File: src/rtl/dtmf_pkg.sv
// dtmf_pkg: shared definitions for the DTMF receive path.
//   - period band limits (in measurement ticks, inclusive) for the four row
//     and four column tones
//   - FSM state type for the key qualifier
//   - band classifier and {row,col} -> key code map (inverse of the tone
//     generator's map)
package dtmf_pkg;

    typedef enum logic [1:0] {
        ST_IDLE,
        ST_QUALIFY,
        ST_PRESSED
    } dtmf_state_e;

    typedef enum logic {
        BAND_ROW,
        BAND_COL
    } band_sel_e;

    localparam int PERIOD_W = 11;
    localparam logic [PERIOD_W-1:0] PERIOD_MAX = 11'd2047;

    // Index = class: rows 697/770/852/941 Hz, cols 1209/1336/1477/1633 Hz.
    localparam logic [11:0] ROW_LO [4] = '{12'd1400, 12'd1267, 12'd1145, 12'd1037};
    localparam logic [11:0] ROW_HI [4] = '{12'd1470, 12'd1332, 12'd1204, 12'd1090};
    localparam logic [11:0] COL_LO [4] = '{12'd806,  12'd730,  12'd660,  12'd597};
    localparam logic [11:0] COL_HI [4] = '{12'd848,  12'd768,  12'd694,  12'd627};

    // Returns {valid, class}.
    function automatic logic [2:0] classify(input band_sel_e sel, input logic [11:0] ticks);
        logic [2:0] res;
        res = 3'b000;
        for (int i = 0; i < 4; i++) begin
            if (sel == BAND_ROW) begin
                if (ticks >= ROW_LO[i] && ticks <= ROW_HI[i]) res = {1'b1, 2'(i)};
            end else begin
                if (ticks >= COL_LO[i] && ticks <= COL_HI[i]) res = {1'b1, 2'(i)};
            end
        end
        return res;
    endfunction

    function automatic logic [3:0] key_map(input logic [1:0] row, input logic [1:0] col);
        logic [3:0] code;
        case ({row, col})
            4'h0: code = 4'h1;
            4'h1: code = 4'h2;
            4'h2: code = 4'h3;
            4'h3: code = 4'hA;
            4'h4: code = 4'h4;
            4'h5: code = 4'h5;
            4'h6: code = 4'h6;
            4'h7: code = 4'hB;
            4'h8: code = 4'h7;
            4'h9: code = 4'h8;
            4'hA: code = 4'h9;
            4'hB: code = 4'hC;
            4'hC: code = 4'hE;
            4'hD: code = 4'h0;
            4'hE: code = 4'hF;
            default: code = 4'hD;
        endcase
        return code;
    endfunction

endpackage

File: src/rtl/dtmf_tone_period.sv
// dtmf_tone_period: one tone channel. Synchronizes the comparator output,
// detects rising edges, counts prescaler ticks between edges and classifies
// each period into one of four bands.
// Ports:
//   clk, rst_n  system clock, async active-low reset
//   tick        shared prescaler tick (one period count per tick)
//   tone        raw 1-bit tone, asynchronous to clk
//   meas        1-cycle strobe: a period was measured or the counter timed out
//   vld, cls    during meas: the new result; otherwise the held last result
module dtmf_tone_period
    import dtmf_pkg::*;
#(
    parameter band_sel_e BAND = BAND_ROW
) (
    input  logic       clk,
    input  logic       rst_n,
    input  logic       tick,
    input  logic       tone,
    output logic       meas,
    output logic       vld,
    output logic [1:0] cls
);

    logic                sync1, sync2, sync3;
    logic                edge_q;
    logic                edge_seen;
    logic [PERIOD_W-1:0] count;
    logic [11:0]         ticks;
    logic [2:0]          cls_res;
    logic                timeout;
    logic                meas_vld;
    logic                held_vld;
    logic [1:0]          held_cls;

    // A tick landing in the edge cycle belongs to the period that just ended.
    assign ticks    = {1'b0, count} + {11'b0, tick};
    assign cls_res  = classify(BAND, ticks);
    assign timeout  = tick && !edge_q && (count == PERIOD_MAX - 11'd1);
    assign meas     = (edge_q && edge_seen) || timeout;
    assign meas_vld = edge_q && cls_res[2];

    // Bypass so the consumer sees the fresh class in the strobe cycle.
    assign vld = meas ? meas_vld : held_vld;
    assign cls = meas ? cls_res[1:0] : held_cls;

    always_ff @(posedge clk or negedge rst_n) begin
        if (!rst_n) begin
            sync1     <= 1'b0;
            sync2     <= 1'b0;
            sync3     <= 1'b0;
            edge_q    <= 1'b0;
            edge_seen <= 1'b0;
            count     <= '0;
            held_vld  <= 1'b0;
            held_cls  <= 2'd0;
        end else begin
            sync1  <= tone;
            sync2  <= sync1;
            sync3  <= sync2;
            edge_q <= sync2 & ~sync3;

            if (edge_q)
                edge_seen <= 1'b1;
            else if (timeout)
                edge_seen <= 1'b0;

            // The count tops out at 2047 (timeout strobe on arrival), then
            // restarts so a silent channel keeps producing invalid strobes
            // every 2048 ticks; that is what lets a held key release.
            if (edge_q)
                count <= '0;
            else if (tick)
                count <= (count == PERIOD_MAX) ? '0 : count + 11'd1;

            if (meas) begin
                held_vld <= meas_vld;
                held_cls <= cls_res[1:0];
            end
        end
    end

endmodule

File: src/rtl/dtmf_detect.sv
// dtmf_detect: DTMF key detector. Measures a row and a column tone, pairs
// them on every column measurement and qualifies a stable pair as a key.
// Ports:
//   clk, rst_n          system clock, async active-low reset
//   tone_row, tone_col  raw tone inputs, asynchronous to clk
//   key_code            code of the last qualified key (held after release)
//   key_valid           1-cycle pulse when a new key is qualified
//   key_down            high while the key is held
//
// state      | meaning
// -----------+--------------------------------------------------------
// ST_IDLE    | no key; waiting for a valid row/col pair
// ST_QUALIFY | candidate pair seen, counting consecutive matches
// ST_PRESSED | key reported; counting consecutive misses to release
module dtmf_detect
    import dtmf_pkg::*;
#(
    parameter int CLK_DIV       = 12,
    parameter int STABLE_COUNT  = 4,
    parameter int RELEASE_COUNT = 3
) (
    input  logic       clk,
    input  logic       rst_n,
    input  logic       tone_row,
    input  logic       tone_col,
    output logic [3:0] key_code,
    output logic       key_valid,
    output logic       key_down
);

    localparam int              PRE_W     = (CLK_DIV > 1) ? $clog2(CLK_DIV) : 1;
    localparam logic [PRE_W-1:0] PRE_LAST = PRE_W'(CLK_DIV - 1);
    localparam logic [7:0]      HITS_LAST = 8'(STABLE_COUNT - 1);
    localparam logic [7:0]      MISS_LAST = 8'(RELEASE_COUNT - 1);

    logic [PRE_W-1:0] pre;
    logic             tick;
    logic             row_meas, row_vld, col_meas, col_vld;
    logic [1:0]       row_cls, col_cls;
    logic             pair_ok;
    logic [3:0]       pair;

    dtmf_state_e state, state_n;
    logic [3:0]  cand, cand_n;
    logic [7:0]  hits, hits_n;
    logic [7:0]  miss, miss_n;
    logic [3:0]  key_code_n;
    logic        key_valid_n, key_down_n;

    assign tick = (pre == PRE_LAST);

    always_ff @(posedge clk or negedge rst_n) begin
        if (!rst_n)
            pre <= '0;
        else
            pre <= tick ? '0 : pre + PRE_W'(1);
    end

    dtmf_tone_period #(.BAND(BAND_ROW)) u_row (
        .clk   (clk),
        .rst_n (rst_n),
        .tick  (tick),
        .tone  (tone_row),
        .meas  (row_meas),
        .vld   (row_vld),
        .cls   (row_cls)
    );

    dtmf_tone_period #(.BAND(BAND_COL)) u_col (
        .clk   (clk),
        .rst_n (rst_n),
        .tick  (tick),
        .tone  (tone_col),
        .meas  (col_meas),
        .vld   (col_vld),
        .cls   (col_cls)
    );

    // row_vld/row_cls already carry a same-cycle row result.
    assign pair_ok = col_meas && col_vld && row_vld;
    assign pair    = {row_cls, col_cls};

    always_comb begin
        state_n     = state;
        cand_n      = cand;
        hits_n      = hits;
        miss_n      = miss;
        key_code_n  = key_code;
        key_valid_n = 1'b0;
        key_down_n  = key_down;
        case (state)
            ST_IDLE: begin
                if (pair_ok) begin
                    cand_n  = pair;
                    hits_n  = 8'd1;
                    state_n = ST_QUALIFY;
                end
            end
            ST_QUALIFY: begin
                if (col_meas) begin
                    if (!pair_ok) begin
                        state_n = ST_IDLE;
                    end else if (pair != cand) begin
                        cand_n = pair;
                        hits_n = 8'd1;
                    end else if (hits >= HITS_LAST) begin
                        hits_n      = hits + 8'd1;
                        key_code_n  = key_map(cand[3:2], cand[1:0]);
                        key_valid_n = 1'b1;
                        key_down_n  = 1'b1;
                        miss_n      = 8'd0;
                        state_n     = ST_PRESSED;
                    end else begin
                        hits_n = hits + 8'd1;
                    end
                end
            end
            ST_PRESSED: begin
                if (col_meas) begin
                    if (pair_ok && pair == cand) begin
                        miss_n = 8'd0;
                    end else if (miss >= MISS_LAST) begin
                        miss_n     = 8'd0;
                        key_down_n = 1'b0;
                        state_n    = ST_IDLE;
                    end else begin
                        miss_n = miss + 8'd1;
                    end
                end
            end
            default: state_n = ST_IDLE;
        endcase
    end

    always_ff @(posedge clk or negedge rst_n) begin
        if (!rst_n) begin
            state     <= ST_IDLE;
            cand      <= 4'd0;
            hits      <= 8'd0;
            miss      <= 8'd0;
            key_code  <= 4'd0;
            key_valid <= 1'b0;
            key_down  <= 1'b0;
        end else begin
            state     <= state_n;
            cand      <= cand_n;
            hits      <= hits_n;
            miss      <= miss_n;
            key_code  <= key_code_n;
            key_valid <= key_valid_n;
            key_down  <= key_down_n;
        end
    end

endmodule

File: config.mk
export PLATFORM = sky130hd
export DESIGN_NAME = dtmf_detect
export DESIGN_NICKNAME = d
export VERILOG_FILES = /design/src/rtl/dtmf_pkg.sv /design/src/rtl/dtmf_tone_period.sv /design/src/rtl/dtmf_detect.sv
export SDC_FILE = /design/constraint.sdc
export NUM_CORES = 1
export LEC_CHECK = 0
export CAP_MARGIN = 20
export CELL_PAD_IN_SITES_DETAIL_PLACEMENT = 0
export CELL_PAD_IN_SITES_GLOBAL_PLACEMENT = 1
export CORE_MARGIN = 10
export CORE_UTILIZATION = 50
export CTS_BUF_LIST = sky130_fd_sc_hd__clkbuf_4 sky130_fd_sc_hd__clkbuf_8
export DETAILED_ROUTE_END_ITERATION = 12
export GPL_ROUTABILITY_DRIVEN = 0
export GPL_TIMING_DRIVEN = 0
export PLACE_DENSITY_LB_ADDON = 0.1
export SLEW_MARGIN = 20
export SYNTH_ARGS = -nofsm -noshare
export SYNTH_HDL_FRONTEND = slang
export SYNTH_SLANG_ARGS = --single-unit
File: constraint.sdc
create_clock -name clk -period 4.7 [get_ports clk]
set_input_delay 0.94 -clock clk [delete_from_list [all_inputs] [get_ports clk]]
set_output_delay 0.94 -clock clk [all_outputs]
set_load 0.01 [all_outputs]
run_1/layer_met1.png
Bar = 20 microns. Cells faint in the background.
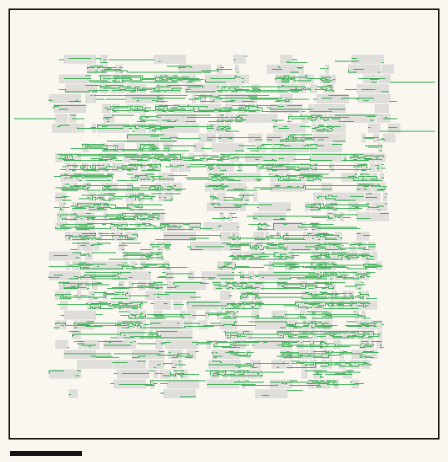
wire length on this layer	5770 microns
main direction	horizontal
nets with wire on the layer	575
vias: 4476
grt met1 use: 0.2221

run_1/layer_met2.png
Bar = 20 microns. Cells faint in the background.
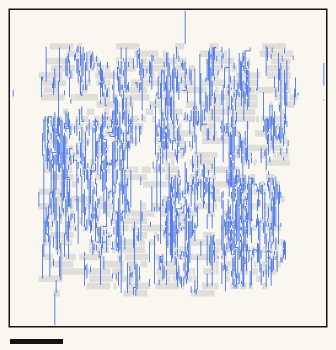
wire length on this layer	5610 microns
nets with wire on the layer	519
DRT Wirelength: 11980 microns
GR Util met2: 0.2844

run_1/layer_met3.png
Bar = 20 microns. Cells faint in the background.
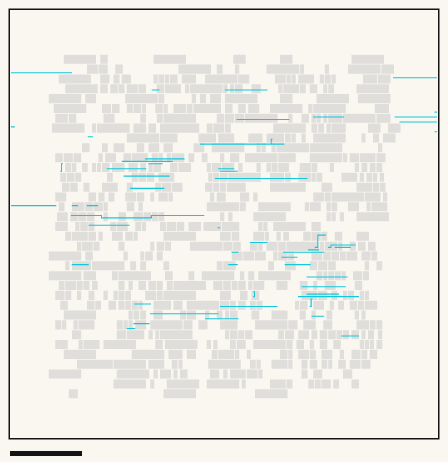
wire length on this layer	446 microns
nets with wire on the layer	44
share of all routed wire	3.7%
GR Layer Usage met3: 0.02380

==> results_slide.txt, run 1 <==
Run Summary

Outcome
  • Status: finished, final reports clean

Power and ir drop
  • Comb pwr share: 0.059
  • Clock power frac: 0.422
  • Sw Ratio: 0.2546
  • Sequential power share: 0.519
  • Overall Power: 1.169 mW

STA
  • Clock skew: 0.01399 ns
  • Post-route minimum period: 4.368 ns
  • Final hold violation count: 0
  • Measured slew at the worst slew-check pin: 0.9062 ns
  • Slew headroom: 0.3879
  • Hold slack: 0.3675 ns
  • Final period util: 0.9295
  • Setup TNS: 0 ns

Clock tree
  • Cts bufs inserted: 9
  • H-tree lvl count: 3

Setup path
  • CP Launch Type: flop
  • Flop-to-flop setup slack: 0.33 ns
  • CP Launch Point: pre[0]$_DFF_PN0_
  • Worst r2r path cells: 17
  • Worst EP required: 4.93 ns
  • Worst r2r dst: hits[4]$_DFFE_PN0P_

Worst hold path
  • Min-delay worst type: flop to flop
  • Hold Crit Depth: 0
  • Hold wc startpoint: u_row.sync1$_DFF_PN0_

Placement
  • Port Buffers: 9

Synthesis
  • Seq share, synth: 0.3571
  • Mapped Area: 0.004836 sq mm
  • Yosys Chip Area: 0.004836 sq mm
  • Commonest register cell after synthesis: dfrtp_1
  • Syn_nets: 599

GRT
  • GR Overflow Total: 0
  • GRT Total Usage: 0.1694

Final layout
  • Dominant logic cell type in the layout: dfrtp_1
  • Util after Layout: 0.5773
  • Ant diodes: 0
  • Fraction of layout cells with a size suffix above 1: 0.1102
  • Area grow syn2layout: 11.36%

Job
  • # Max-Cap Violations: 0

Floorplanning
  • Floorplan row count: 35
  • Die Wd: 118.3 microns
  • Die height: 118.3 microns

Drt
  • Drt drc: 0
==> run 1: per-stage QoR <==
stage,cells,setup WS (ns),instance area (sq um)
2_1_floorplan,578,0.3802,4836
3_3_place_gp,716,-0.6231,5087
3_5_place_dp,717,-0.7263,5112
4_1_cts,734,0.09618,5335
5_1_grt,737,-0.01225,5385
6_report,737,0.3316,5385
==> run 1: logic make-up after synthesis <==
| group | after synthesis | share of synthesized area |
|---|---|---|
| DFF | 69 | 0.3571 |
| muxes | 11 | 0.02458 |
| buffers and inverters | 61 | 0.05356 |
| xor gates and xnor gates | 13 | 0.02354 |
| and+or+nand+nor | 234 | 0.2543 |
| AOI/OAI and AO/OA | 173 | 0.2430 |
| adders and majority gates | 17 | 0.04398 |
==> run 1: synthesized netlist by cell type (4+ instances only) <==
library cell,instances
o2bb2ai_1,5
nand2b_1,11
a31oi_1,14
o21ai_0,51
and2_1,7
o22ai_1,5
nand2_1,64
o211ai_1,4
nor3_1,12
nand4_1,11
mux2_2,4
o31ai_1,12
mux2i_1,4
xor2_1,5
nor2b_1,11
a32oi_1,4
ha_1,17
nor2_1,33
dfrtp_1,69
a21oi_1,26
buf_2,17
and3_1,17
a211oi_1,6
xnor2_1,8
o21bai_1,4
inv_1,22
nand3b_1,4
nand3_1,28
or2_2,6
a32o_1,4
and4_1,4
or3_1,5
clkbuf_1,17
nor4_1,5
a21o_1,4
==> run 1: power by group through the flow <==
stage          sequential (mW)  combinational [mW]  clock, mW
2_1_floorplan            0.616              0.0367          0
3_3_place_gp             0.618              0.0622          0
3_5_place_dp             0.618              0.0663          0
4_1_cts                  0.606              0.0690      0.503
5_1_grt                  0.607              0.0764      0.534
6_report                 0.606              0.0689      0.494
==> run 1: layer usage <==
metal,GRT usage,up-vias,share of wire
met1,0.2221,2172,0.48
met5,0,-,0
met4,0.04560,0,0.012
li1,-,2194,-
met3,0.02380,11,0.037
met2,0.2844,99,0.47
==> run 1: critical path, cell delays in order, from the launching register on <==
cell and delay (ns):
dfrtp_1 0.37, ha_1 0.19, nand3b_1 0.17, clkinvlp_4 0.14, buf_4 0.21, ha_1 0.23, buf_2 0.21, nand4_1 0.21
or4_1 0.44, a21oi_1 0.24, o21ai_0 0.12, a2111oi_1 0.40, o31ai_1 0.23, a211oi_2 0.19, buf_4 0.17, clkbuf_1 0.40
o31ai_1 0.16, o2bb2ai_1 0.16
==> run 1: final cells by class <==
| type | instances | area, sq um |
|---|---|---|
| plain buffers | 36 | 165.2 |
| clock buffers | 9 | 123.9 |
| clock inverters | 7 | 73.82 |
| fillers | 911 | 3943 |
| inverters | 23 | 90.09 |
| multi-input cells | 448 | 2884 |
| flip-flops and latches | 69 | 1727 |
| well taps | 129 | 161.4 |
| repair buffers | 16 | 160.2 |
==> run 1: timing repair <==
action,CTS,global route
pin swaps,1,6
endpoints found under the setup margin,28,19
buffers inserted,2,4
resized,3,5
endpoints found under the hold margin,0,0
==> run 1: registers in the layout (all words and copies together) (netlist names), 2 cells and up <==
name,flops
key_code,4
state,2
u_col.count,11
u_col.held_cls,2
miss,8
hits,8
u_row.held_cls,2
cand,4
u_row.count,11
pre,4
==> run 2: changes to the inputs <==
- CORE_UTILIZATION: 50 -> 49
- SKIP_LAST_GASP: unset -> 1
run_2/layer_met1.png
Bar = 20 microns. Cells faint in the background.
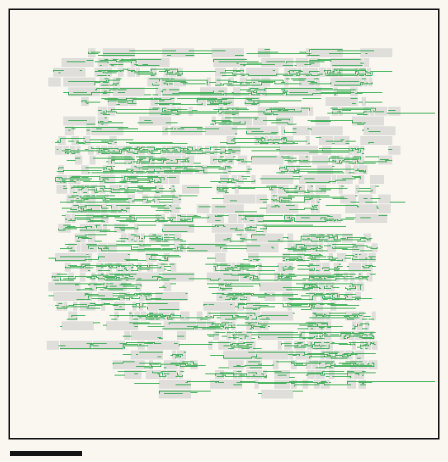
share of all routed wire	48%
main direction	horizontal
vias: 4489
grt met1 use: 0.2291

==> run 2 against run 1 <==
Combinational power is 0.9% lower. Fmax fell by 2.0%. Area after synthesis unchanged. First-iteration DRC count grew 14%.
==> results_slide.txt, run 2 <==
Run Summary

Final layout
  • Design area: 0.005390 sq mm (was 0.005385 sq mm)
  • Fillers: 914 (was 911)
  • Area grow syn2layout: 11.46% (was 11.36%)
  • Util after Layout: 0.5566 (was 0.5773)
  • Ant diodes: 0 (unchanged)
  • Layout Cells excl Fill: 741 (was 737)
  • Register Area: 0.001727 sq mm (unchanged)
  • Fraction of layout cells with a size suffix above 1: 0.1102 (unchanged)
  • Largest regs: u_col.count (11), u_row.count (11) (unchanged)
  • Dominant logic cell type in the layout: dfrtp_1 (unchanged)
  • Comb area: 0.002884 sq mm (unchanged)

Synthesis
  • Synth Area in Adders: 0.04398 (unchanged)
  • Mux area share: 0.02458 (unchanged)
  • Commonest register cell after synthesis: dfrtp_1 (unchanged)
  • Mapped Area: 0.004836 sq mm (unchanged)
  • AO/OA Area Share: 0.2429 (unchanged)
  • Yosys Chip Area: 0.004836 sq mm (unchanged)
  • Synth top cells by count: 69 x dfrtp_1, 64 x nand2_1, 51 x o21ai_0 (unchanged)
  • Most common cell in the netlist: dfrtp_1 (unchanged)
  • Seq share, synth: 0.3571 (unchanged)
  • Syn_nets: 599 (unchanged)

Job
  • # Max-Cap Violations: 0 (unchanged)

STA
  • Post-route minimum period: 4.459 ns (was 4.368 ns)
  • Clock skew: 0.01065 ns (was 0.01399 ns)
  • Setup TNS: 0 ns (unchanged)
  • Slew headroom: 0.3553 (was 0.3879)
  • Hold slack: 0.3510 ns (was 0.3675 ns)

Setup path
  • Worst EP required: 4.94 ns (was 4.93 ns)
  • CP Launch Type: flop (unchanged)
  • Worst r2r path cells: 18 (was 17)

Outcome
  • Status: finished, final reports clean (unchanged)

GRT
  • GRT Total Usage: 0.1685 (was 0.1694)
  • GR Overflow Total: 0 (unchanged)

Drt
  • Drt drc: 0 (unchanged)

Placement
  • Port Buffers: 9 (unchanged)
  • Placed cell areas: 0.005117 sq mm (was 0.005112 sq mm)

Clock tree
  • H-tree lvl count: 3 (unchanged)

Floorplanning
  • Die Wd: 119.3 microns (was 118.3 microns)
## run 2: metal layers
| layer | global-route usage | vias up | share of wire |
|---|---|---|---|
| li1 | - | 2192 | - |
| met1 | 0.2291 | 2146 | 0.48 |
| met2 | 0.2566 | 130 | 0.45 |
| met3 | 0.03023 | 21 | 0.050 |
| met4 | 0.07391 | 0 | 0.024 |
| met5 | 0 | - | 0 |
## run 2: layout make-up
cell class | count | share of cell area
Multi-Input combinational cell | 448 | 0.5351
Sequential cell | 69 | 0.3203
Tap cell | 133 | 0.03087
Buffer | 36 | 0.03064
Timing Repair Buffer | 16 | 0.02971
Clock buffer | 9 | 0.02298
Inverter | 23 | 0.01671
Clock inverter | 7 | 0.01370
## run 2: logic make-up after synthesis
logic type,Yosys count
AOI/OAI and AO/OA,173
xor gates and xnor gates,13
adders and majority gates,17
buffers and inverters,61
DFF,69
muxes,11
and+or+nand+nor,234
## run 2: timing repair
| item | 4_1_cts | 5_1_grt |
|---|---|---|
| resized | 3 | 5 |
| pin swaps | 1 | 3 |
| setup endpoints to repair | 28 | 18 |
| setup buffers | 3 | 3 |
## run 2: power breakdown
group / internal (mW) / switching, mW
Clock: 0.248 / 0.249
Combinational: 0.0233 / 0.0450
Sequential: 0.601 / 0.00514
Total: 0.871 / 0.299
## run 2: worst paths after layout
kind	slack, ns	from	endpoint
setup reg to reg	0.24	pre[0]$_DFF_PN0_	key_code[3]$_DFFE_PN0P_
hold reg to reg	0.35	u_col.sync1$_DFF_PN0_	u_col.sync2$_DFF_PN0_
max in group asynchronous	3.67	rst_n	u_col.held_cls[1]$_DFF_PN0_
min in group asynchronous	0.49	rst_n	u_col.count[2]$_DFFE_PN0P_
setup / recovery	0.24	pre[0]$_DFF_PN0_	key_code[3]$_DFFE_PN0P_
hold / removal	0.35	u_col.sync1$_DFF_PN0_	u_col.sync2$_DFF_PN0_
## run 2: critical path: stages (launching register included)
cell        delay (ns)
dfrtp_1           0.40
ha_1              0.23
nand3b_1          0.18
clkinvlp_4        0.15
ha_1              0.27
ha_1              0.23
buf_2             0.18
and3_1            0.19
buf_2             0.17
xnor2_1           0.13
a31oi_1           0.21
a211oi_2          0.10
a221o_1           0.45
a31o_1            0.28
a2111oi_4         0.38
nand4_4           0.19
inv_2             0.11
buf_6             0.14
mux2_1            0.33
## run 2: through the flow
step | worst slack, ns | power [mW]
2_1_floorplan | 0.3802 | 0.6531
3_3_place_gp | -0.6141 | 0.6794
3_5_place_dp | -0.7130 | 0.6825
4_1_cts | 0.07725 | 1.184
5_1_grt | 0.001748 | 1.221
6_report | 0.2414 | 1.170
==> run 3: changes to the inputs <==
- CORE_UTILIZATION: 49 -> 45
- CTS_BUF_LIST: sky130_fd_sc_hd__clkbuf_4 sky130_fd_sc_hd__clkbuf_8 -> unset
run_3/layer_met3.png
Bar = 20 microns. Cells faint in the background.
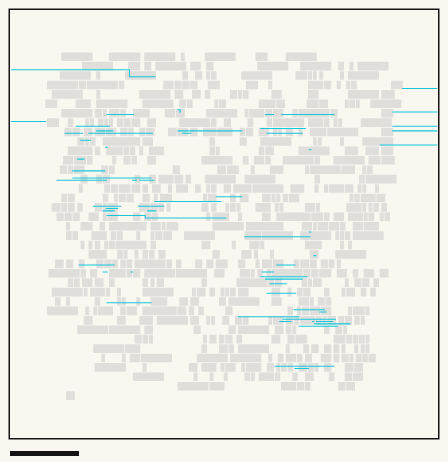
share of all routed wire	4.5%
main direction	horizontal
wire length on this layer	549 microns
vias: 4447
DRT Wirelength: 12300 microns
GR Layer Usage met3: 0.03122

==> run 3 against run 2 <==
Clock power up 19%. Via count decreased by 0.94%. Critical path depth unchanged. Sequential power about the same. Sequential share of layout area decreased by 0.30 points. Core utilization shrank 3.4 points. Die area rose by 7.4%. Final area rose by 0.95%. Hold slack worse by 0.0017 ns.
==> results_slide.txt, run 3 <==
Run Summary

STA
  • Final hold violation count: 0 (unchanged)
  • Clock skew: 0.01133 ns (was 0.01065 ns)
  • Measured slew at the worst slew-check pin: 1.018 ns (was 0.9545 ns)
  • Post-route minimum period: 4.412 ns (was 4.459 ns)

Outcome
  • Status: finished, final reports clean (unchanged)

Synthesis
  • Xor/xnor share: 0.02354 (unchanged)
  • Top logic family: simple AND/OR/NAND/NOR gates (unchanged)
  • Yosys Chip Area: 0.004836 sq mm (unchanged)
  • Syn_nets: 599 (unchanged)
  • AO/OA Area Share: 0.2429 (unchanged)

GRT
  • GRT Total Usage: 0.1677 (was 0.1685)

Final layout
  • Dominant logic cell type in the layout: dfrtp_1 (unchanged)
  • Area grow syn2layout: 12.52% (was 11.46%)
  • Util after Layout: 0.5224 (was 0.5566)

Drt
  • Drt drc: 0 (unchanged)

Floorplanning
  • Die Wd: 123.7 microns (was 119.3 microns)

Setup path
  • Crit-path cells: ha_1 > nand3b_1 > clkinvlp_4 > ha_2 > ha_1 > buf_2 > and3_1 > buf_2 > xnor2_1 > a31oi_2 > a211oi_4 > a221o_1 > a31o_1 > a2111oi_4 > nand4_2 > inv_2 > buf_6 > mux2_1 (was ha_1 > nand3b_1 > clkinvlp_4 > ha_1 > ha_1 > buf_2 > and3_1 > buf_2 > xnor2_1 > a31oi_1 > a211oi_2 > a221o_1 > a31o_1 > a2111oi_4 > nand4_4 > inv_2 > buf_6 > mux2_1)
  • CP peak stage delay: 0.44 ns (was 0.45 ns)

Clock tree
  • H-tree lvl count: 3 (unchanged)
  • Cts bufs inserted: 9 (unchanged)
-- run 3: cell counts after synthesis --
No cell type changed its count.
-- run 3: what timing repair did --
action / CTS / global route
hold buffers: 0 / 0
resized: 3 / 7
pin swaps: 1 / 4
buffers inserted: 3 / 3
setup endpoints to repair: 28 / 19
-- run 3: metal layers --
metal,wire length (microns),up-vias,global-route usage,share of wire
li1,-,2201,-,-
met1,5952,2124,0.2282,0.48
met2,5610,107,0.2593,0.46
met3,549,15,0.03122,0.045
met4,189,0,0.06259,0.015
met5,0,-,0,0
-- run 3: path summary, 6_finish.rpt --
path	startpoint	end	slack, ns	depth (start not counted)
hold reg to reg	u_col.sync1$_DFF_PN0_	u_col.sync2$_DFF_PN0_	0.35	0
max in group asynchronous	rst_n	u_col.edge_q$_DFF_PN0_	3.71	2
hold / removal	u_col.sync1$_DFF_PN0_	u_col.sync2$_DFF_PN0_	0.35	0
setup reg to reg	pre[0]$_DFF_PN0_	key_code[1]$_DFFE_PN0P_	0.29	18
setup / recovery	pre[0]$_DFF_PN0_	key_code[1]$_DFFE_PN0P_	0.29	18
min in group asynchronous	rst_n	pre[2]$_DFF_PN0_	0.45	1
-- run 3: cell type report --
cell class | count | area, sq um | share of cell area
Multi-Input combinational cell | 448 | 2889 | 0.5309
Sequential cell | 69 | 1727 | 0.3173
Buffer | 36 | 166.4 | 0.03058
Tap cell | 136 | 170.2 | 0.03127
Clock inverter | 6 | 111.4 | 0.02046
Inverter | 23 | 90.09 | 0.01656
Timing Repair Buffer | 16 | 160.2 | 0.02943
Clock buffer | 10 | 127.6 | 0.02345
-- run 3: logic make-up after synthesis --
group | count (synthesis)
DFF | 69
buffers and inverters | 61
adders and majority gates | 17
AOI/OAI and AO/OA | 173
and+or+nand+nor | 234
xor gates and xnor gates | 13
muxes | 11
-- run 3: per-stage QoR --
stage / hold WS [ns] / std cells / power [mW] / instance area, sq um
2_1_floorplan: 0.3312 / 578 / 0.6531 / 4836
3_5_place_dp: 0.3355 / 724 / 0.6839 / 5121
4_1_cts: 0.3537 / 742 / 1.280 / 5393
3_3_place_gp: 0.3354 / 723 / 0.6805 / 5096
5_1_grt: 0.3588 / 744 / 1.309 / 5441
6_report: 0.3494 / 744 / 1.265 / 5441
-- run 3: power by group --
group	switching, mW	total [mW]	internal [mW]
Combinational	0.0449	0.0679	0.0231
Clock	0.239	0.592	0.353
Sequential	0.00508	0.606	0.601
-- run 3: critical path: cells and delay by family (launching register included) --
kind	cells	cell delay (ns)
multiplexers	1	0.32
buffers and inverters	5	0.76
AND-OR/OR-AND	5	1.42
XOR/XNOR	1	0.15
adder cells (fa/ha/maj)	3	0.67
AND/OR/NAND/NOR	3	0.58
flip-flops	1	0.40
Power figures rest on the tool's default switching activity, not on a simulated workload.
